[src/rtl/full_subtractor.sv]
// Single-bit full subtractor with an optional registered result stage and an
// optional bit-serial borrow register for LSB-first multi-bit subtraction.
module full_subtractor #(
  parameter bit SERIAL_EN = 1'b1,
  parameter bit REG_OUT   = 1'b1
) (
  input  logic clk,
  input  logic rst_n,
  input  logic a,
  input  logic b,
  input  logic br_0,
  output logic out,
  output logic br,
  input  logic vld_in,
  output logic out_q,
  output logic br_q,
  output logic vld_q,
  input  logic ser_clr,
  input  logic ser_en,
  input  logic ser_a,
  input  logic ser_b,
  output logic ser_d,
  output logic ser_bo
);

  // The combinational core depends only on a/b/br_0, so serial inputs can never reach it.
  assign out = a ^ b ^ br_0;
  assign br  = (~a & b) | (~(a ^ b) & br_0);

  generate
    if (REG_OUT) begin : g_reg
      logic diff_q, diff_d;
      logic bor_q, bor_d;
      logic vld_r_q;

      always_comb begin
        diff_d = diff_q;
        bor_d  = bor_q;
        if (vld_in) begin
          diff_d = out;
          bor_d  = br;
        end
      end

      always_ff @(posedge clk or negedge rst_n) begin
        if (!rst_n) begin
          diff_q  <= 1'b0;
          bor_q   <= 1'b0;
          vld_r_q <= 1'b0;
        end else begin
          diff_q  <= diff_d;
          bor_q   <= bor_d;
          vld_r_q <= vld_in;
        end
      end

      assign out_q = diff_q;
      assign br_q  = bor_q;
      assign vld_q = vld_r_q;
    end else begin : g_no_reg
      assign out_q = 1'b0;
      assign br_q  = 1'b0;
      assign vld_q = 1'b0;
    end
  endgenerate

  generate
    if (SERIAL_EN) begin : g_ser
      logic bs_q, bs_d;
      logic nb;

      assign nb = (~ser_a & ser_b) | (~(ser_a ^ ser_b) & bs_q);

      // Clear takes priority over a step so a new word can start on any cycle.
      always_comb begin
        bs_d = bs_q;
        if (ser_clr) begin
          bs_d = 1'b0;
        end else if (ser_en) begin
          bs_d = nb;
        end
      end

      always_ff @(posedge clk or negedge rst_n) begin
        if (!rst_n) begin
          bs_q <= 1'b0;
        end else begin
          bs_q <= bs_d;
        end
      end

      assign ser_d  = ser_a ^ ser_b ^ bs_q;
      assign ser_bo = bs_q;
    end else begin : g_no_ser
      assign ser_d  = 1'b0;
      assign ser_bo = 1'b0;
    end
  endgenerate

endmodule

[config.mk]
export PLATFORM = sky130hd
export DESIGN_NAME = full_subtractor
export DESIGN_NICKNAME = d
export VERILOG_FILES = /design/src/rtl/full_subtractor.sv
export SDC_FILE = /design/constraint.sdc
export NUM_CORES = 1
export LEC_CHECK = 0
export ABC_AREA = 1
export CORE_AREA = 2 2 39 41
export CTS_CLUSTER_DIAMETER = 150
export DETAILED_ROUTE_END_ITERATION = 6
export DIE_AREA = 0 0 41 43
export DONT_BUFFER_PORTS = 1
export PLACE_DENSITY = 0.37
export RECOVER_POWER = 100
export SLEW_MARGIN = 20
export SYNTH_ARGS = -nofsm -noshare
export SYNTH_HDL_FRONTEND = slang
export SYNTH_SLANG_ARGS = --single-unit
[constraint.sdc]
create_clock -name clk -period 1.23 [get_ports clk]
set_input_delay 0.246 -clock clk [delete_from_list [all_inputs] [get_ports clk]]
set_output_delay 0.246 -clock clk [all_outputs]
set_load 0.03 [all_outputs]
==> impl_metrics.env, run 1 <==
# source this file to load flow results
export IMPL_syn_to_final_growth_pct=35.40
export IMPL_yosys_area_top_type="dfrtp_1"
export IMPL_power_density_nw_per_um2=1611
export IMPL_hold_path_end="vld_q"
export IMPL_cts_buffer_depth=2
export IMPL_fp_util=0.1456
export IMPL_synthTopCellsByArea="dfrtp_1 50%, fa_1 20%, inv_1 13%"
export IMPL_layout_setup_ws_ns=-0.2767
export IMPL_use_met2=0.09063
export IMPL_simple_gate_share=0.1491
export IMPL_htreeDepth=1
export IMPL_hp_class="in2reg"
export IMPL_placedCellCount=40
export IMPL_netlist_area_um2=201.4
export IMPL_core_um2=1384
export IMPL_antenna_cells=0
export IMPL_fmax_mhz=663.7
export IMPL_synthMuxAreaShare=0
export IMPL_yosysWarningCount=0
export IMPL_finalMaxSlewViolations=0
export IMPL_yosys_cells=22
export IMPL_period_needed_ns=1.507
export IMPL_overflow=0
export IMPL_post_cts_buffers=0
export IMPL_hold_viol_final=0
export IMPL_min_period_over_period=1.225
export IMPL_dr_pass1_iters=2
export IMPL_final_nets=42
export IMPL_grt_usage=0.06269
export IMPL_top_cell_area_share=0.4969
export IMPL_violations="setup timing"
export IMPL_warnings=29
export IMPL_synth_cell_types=6
export IMPL_ys_ff=4
export IMPL_worstPathMaxFanout=2
export IMPL_flop_area_um2=101.3
export IMPL_lay_top_cells="6 x inv_1, 6 x nand2_1, 3 x dfrtp_1, 3 x clkbuf_4"
export IMPL_critPathKind="reg2out"
export IMPL_required_ns=0.98
export IMPL_path_clk_slew_ns=0.04
export IMPL_wl_per_cell_um=9.667
export IMPL_synth_xor_area_share=0
export IMPL_place_gp_congestion=0.6029
export IMPL_routed_via_density=3.622
export IMPL_dp_slack_ns=-0.03518
export IMPL_synth_compound_area_share=0.02484
export IMPL_cts_sinks=4
export IMPL_die_h_um=43
export IMPL_synth_seq_share=0.4969
export IMPL_fp_nets=34
export IMPL_regToRegStartpoint="ser_bo"
export IMPL_postSynthAreaPerCell_um2=9.157
export IMPL_n_fill_cell=162
export IMPL_drt_iter0_markers=2
export IMPL_r2r_cells=5
export IMPL_combGateArea_um2=77.57
export IMPL_fin_tns_setup_ns=-0.3932
export IMPL_cts_tree="done"
export IMPL_clock_skew_ns=0
export IMPL_synthAdderAreaFrac=0.1988
export IMPL_drive_above_1_share=0.2414
export IMPL_grt_pass1_wl_um=648
export IMPL_rrSetupSlack_ns=0.24
export IMPL_die_area_um2=1763
export IMPL_whs_path_depth=0
export IMPL_numCtsBuffers=3
export IMPL_relSlewSlack=0.7310
export IMPL_ir_drop_uv=549.2
export IMPL_drc_errors=0
export IMPL_gr_max_usage_layer="met2"
export IMPL_arrival_ns=1.26
export IMPL_grt_pass1_vias=202
export IMPL_r2r_end="ser_bo"
export IMPL_finalSetupViolations=2
export IMPL_grt_setup_unrepaired="true"
export IMPL_drtAntennaViolNets=0
export IMPL_outcome="finished, violations left"
[run 1: cell families after synthesis]
family / after synthesis
adders and majority gates: 2
and+or+nand+nor: 8
buffers and inverters: 7
AOI/OAI and AO/OA: 1
DFF: 4
[run 1: cell type report]
| cell class | count | area share |
|---|---|---|
| multi-input cells | 11 | 0.2844 |
| repair buffers | 3 | 0.07798 |
| inverters | 7 | 0.09633 |
| well taps | 16 | 0.07339 |
| flip-flops and latches | 4 | 0.3716 |
| clock buffers | 4 | 0.09633 |
[run 1: power by group]
| part | total (mW) | internal (mW) | switching [mW] |
|---|---|---|---|
| clock network | 0.183 | 0.122 | 0.0605 |
| logic | 0.0822 | 0.0257 | 0.0564 |
| registers | 0.175 | 0.145 | 0.0298 |
[run 1: per-layer routing]
layer / vias up / share of wire
met5: - / 0
met4: 0 / 0
met3: 0 / 0.22
met2: 17 / 0.43
met1: 72 / 0.35
li1: 74 / -
[run 1: worst max path at each step]
stage | start | to | cells past startpoint
6_report | ser_bo | ser_d | 2
5_1_grt | ser_bo | ser_d | 2
4_1_cts | ser_bo | ser_d | 2
3_5_place_dp | ser_bo | ser_d | 2
3_3_place_gp | ser_bo | ser_d | 2
2_1_floorplan | ser_bo | ser_d | 2
[run 1: synth_stat cells (all sizes together)]
library cell	number
dfrtp	4
fa	2
inv	7
nand2	6
nor2	2
o21ai	1
[run 1: state kept, by name (all words and copies together), names as in the netlist]
signal / cells
br_q: 1
ser_bo: 1
out_q: 1
vld_q: 1
[run 1: through the flow]
stage	utilization	instance area (um2)	total power, mW	hold WS (ns)
after detailed placement	0.1736	240.2	0.2602	-0.04944
after CTS	0.1998	276.5	0.4567	0.02265
after global routing	0.1971	272.8	0.4696	0.01724
after global placement	0.1736	240.2	0.2566	-0.04948
after floorplan	-	205.2	0.2432	-0.04959
final	0.1971	272.8	0.4395	0.03281
[run 1: what timing repair did]
action	CTS	global route
gates resized	1	0
hold endpoints to repair	4	0
pin swaps	0	0
setup endpoints to repair	1	1
hold buffers	1	0
[run 1: critical path: stages (launching register included)]
cell and delay [ns]:
dfrtp_2 0.36, inv_2 0.04, fa_2 0.62
### Wires at chosen ports, followed through buffers, run 1

Scale bar: 10 um.
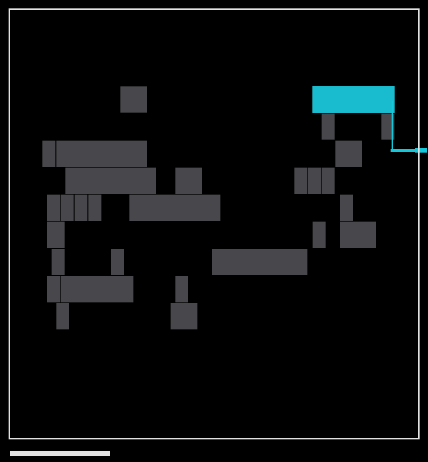
Key: ser_d = cyan [bits 1, direction output, edge right, end cells 1, buffers 0, wire 7.10 um]
Port Buf Inserts: 0
Ports: 17

### Selected gate families, run 1

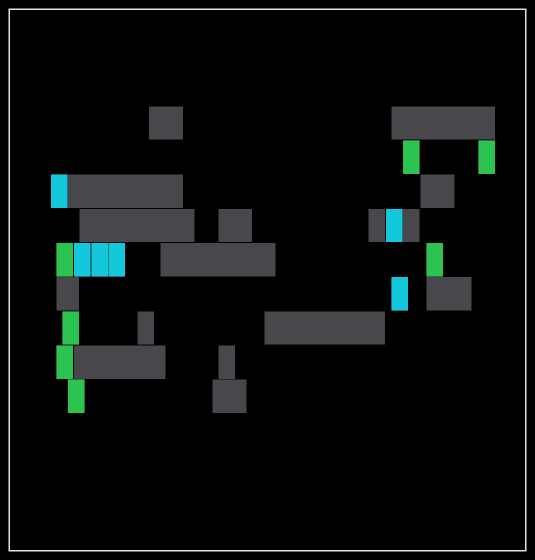
Key: inv cells = green [cells 7, most used inv_1]; nand cells = cyan [cells 6, most used nand2_1]
logic share of the area: 0.2844
Layout Cells excl Fill: 45

### Signal wires on met3, run 1

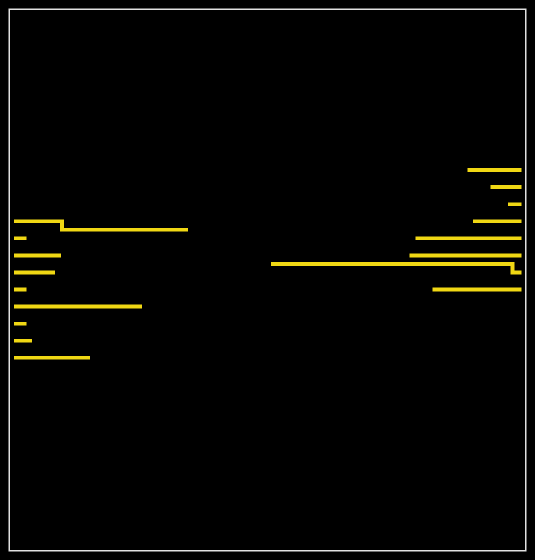
17 nets have wire on it. The layer carries 94.1 um of wire. The longest straight run is 19.1 um.
met3 usage: 0.06806
Detailed Route WL: 435 um
DR vias: 163

### The metal 2 layer, run 1

Scale bar: 10 um.
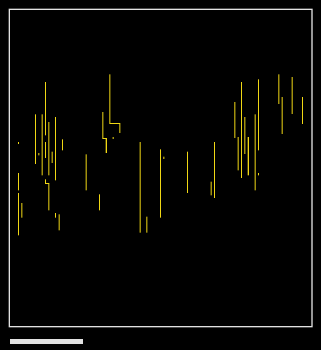

## Run 2: what changed since run 1
--- a/config.mk
+++ b/config.mk
@@ -6,7 +6,9 @@
 export NUM_CORES = 1
 export LEC_CHECK = 0
 export ABC_AREA = 1
+export CAP_MARGIN = 20
 export CORE_AREA = 2 2 39 41
+export CTS_BUF_LIST = sky130_fd_sc_hd__clkbuf_2 sky130_fd_sc_hd__clkbuf_4 sky130_fd_sc_hd__clkbuf_8
 export CTS_CLUSTER_DIAMETER = 150
 export DETAILED_ROUTE_END_ITERATION = 6
 export DIE_AREA = 0 0 41 43
### The metal 2 layer, run 2

Scale bar: 10 um.
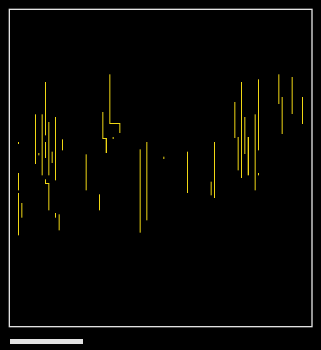
The wires run mostly vertical. The layer carries 187 um of wire. 34 nets have wire on it.

### Signal wires on met3, run 2

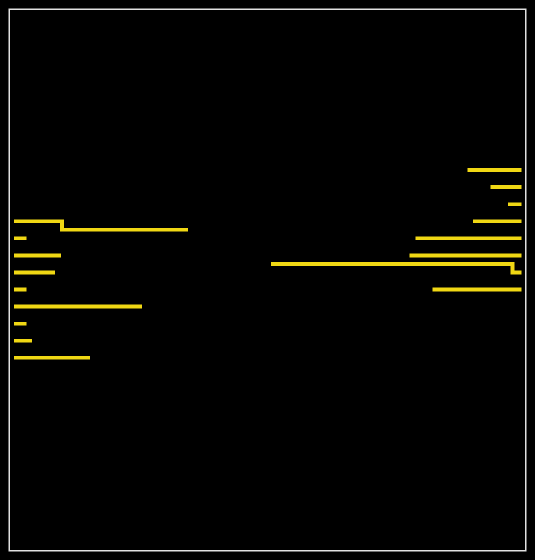
The longest straight run is 19.1 um. 17 nets have wire on it. The wires run mostly horizontal.

==> run 2 against run 1 <==
Net effect: the flow still finishes with violations (setup timing); core utilization rose by 0.27 points; synthesized area did not move; combinational power barely moved; register-to-register slack barely moved; critical path depth did not move; critical endpoint unchanged; largest cell class unchanged.
==> impl_metrics.env, run 2 <==
# source this file to load flow results
export IMPL_synth_cell_types=6
export IMPL_crit_chain="inv_2 -> fa_2"
export IMPL_yosys_area_top_type="dfrtp_1"
export IMPL_synthMuxAreaShare=0
export IMPL_r2r_end="ser_bo"
export IMPL_simple_gate_share=0.1491
export IMPL_outcome="finished, violations left"
export IMPL_violations="setup timing"
export IMPL_die_h_um=43
export IMPL_relSlewSlack=0.7310
export IMPL_synthAdderAreaFrac=0.1988
export IMPL_antenna_cells=0
export IMPL_postSynthAreaPerCell_um2=9.157
export IMPL_htreeDepth=1
export IMPL_finalMaxSlewViolations=0
export IMPL_overflow=0
export IMPL_wl_per_cell_um=9.600
export IMPL_place_gp_congestion=0.6029
export IMPL_cts_sinks=4
export IMPL_ir_drop_uv=549.0
export IMPL_final_nets=42
export IMPL_io_pins=17
export IMPL_die_area_um2=1763
export IMPL_grt_pass1_vias=202
export IMPL_required_ns=0.98
export IMPL_warnings=29
export IMPL_hold_path_end="vld_q"
export IMPL_dr_pass1_iters=2
export IMPL_cp_slowest_cell="fa_2"
export IMPL_routed_via_density=3.600
export IMPL_drtAntennaViolNets=0
export IMPL_max_stage_delay_ns=0.62
export IMPL_syn_to_final_growth_pct=37.27
export IMPL_synth_xor_area_share=0
export IMPL_drc_errors=0
export IMPL_ys_ff=4
export IMPL_top_cell="inv_1"
export IMPL_fin_util=0.1998
export IMPL_n_fill_cell=161
export IMPL_hold_viol_final=0
export IMPL_fp_util=0.1456
export IMPL_synthTopCellsByArea="dfrtp_1 50%, fa_1 20%, inv_1 13%"
export IMPL_lay_top_cells="6 x inv_1, 6 x nand2_1, 4 x clkbuf_4"
export IMPL_worstPathMaxFanout=2
export IMPL_cts_tree="done"
export IMPL_vias=162
export IMPL_r2r_cells=5
export IMPL_final_area_um2=276.5
export IMPL_finalSetupViolations=2
export IMPL_path_clk_slew_ns=0.04
export IMPL_port_buffers=0
export IMPL_arrival_ns=1.26
export IMPL_core_um2=1384
export IMPL_grt_usage=0.05966
export IMPL_numCtsBuffers=3
export IMPL_yosysWarningCount=0
export IMPL_yosys_cells=22
export IMPL_async_flop_share=1.000
export IMPL_fin_hold_ws_ns=0.03386
export IMPL_fmax_mhz=664.3
export IMPL_cts_buffer_depth=2
export IMPL_layout_setup_ws_ns=-0.2754
export IMPL_fp_nets=34
export IMPL_period_needed_ns=1.505
export IMPL_grt_setup_unrepaired="true"
export IMPL_placedInstanceArea_um2=240.2
export IMPL_min_period_over_period=1.224
export IMPL_routed_wirelength_um=432
export IMPL_edf_count=0
export IMPL_synth_seq_share=0.4969
export IMPL_synth_compound_area_share=0.02484
==> run 2: cell counts after synthesis <==
No cell type changed its count.
==> run 2: repair_timing <==
item,4_1_cts,5_1_grt
buffers inserted,0,0
hold endpoints to repair,4,0
resized,1,0
cloned,0,0
endpoints found under the setup margin,1,1
hold buffers,1,0
==> run 2: power breakdown <==
| group | switching [mW] | leakage, nW | total [mW] | internal (mW) |
|---|---|---|---|---|
| combinational | 0.0564 | 0.0792 | 0.0822 | 0.0257 |
| clock | 0.0597 | 0.0184 | 0.204 | 0.144 |
| sequential | 0.0298 | 0.0477 | 0.175 | 0.145 |
| total | 0.146 | 0.145 | 0.461 | 0.315 |
==> run 2: cell type report <==
type                       count  area [um2]  area share
multi-input combinational     11       77.57      0.2805
inverter                       7       26.28     0.09502
timing repair buffer           3       21.27     0.07692
sequential                     4       101.3      0.3665
tap                           16       20.02     0.07240
clock buffer                   4       30.03      0.1086
==> run 2: cell families (layout without fill, tap and decap cells) <==
logic type | count (synthesis) | count (layout)
AOI/OAI and AO/OA | 1 | 1
adders and majority gates | 2 | 2
buffers and inverters | 7 | 14
DFF | 4 | 4
and+or+nand+nor | 8 | 8
==> run 2: worst max path at each step <==
| stage | from | slack (ns) | depth (start not counted) | end |
|---|---|---|---|---|
| 2_1_floorplan | ser_bo | -0.15 | 2 | ser_d |
| 3_3_place_gp | ser_bo | -0.02 | 2 | ser_d |
| 3_5_place_dp | ser_bo | -0.04 | 2 | ser_d |
| 4_1_cts | ser_bo | -0.29 | 2 | ser_d |
| 5_1_grt | ser_bo | -0.31 | 2 | ser_d |
| 6_report | ser_bo | -0.28 | 2 | ser_d |
==> run 2: critical path, delay by kind of cell (launching register included) <==
kind,cells,cell delay (ns)
adder cells (fa/ha/maj),1,0.62
flip-flops,1,0.36
buffers and inverters,1,0.04
==> run 2: per-layer routing <==
layer	share of wire	global-route usage	vias up
li1	-	-	74
met1	0.35	0.03618	71
met2	0.43	0.09063	17
met3	0.22	0.06806	0
met4	0	0.04000	0
met5	0	0	-
==> run 2: per-stage QoR <==
stage | setup TNS [ns] | setup slack [ns] | power (mW) | cells
finish | -0.3920 | -0.2754 | 0.4605 | 45
global route | -0.4652 | -0.3117 | 0.4896 | 45
CTS | -0.2909 | -0.2909 | 0.4781 | 45
detailed placement | -0.03518 | -0.03518 | 0.2602 | 40
global placement | -0.01821 | -0.01821 | 0.2566 | 40
floorplan | -0.1538 | -0.1538 | 0.2432 | 22
Power and IR drop assume default switching activity.
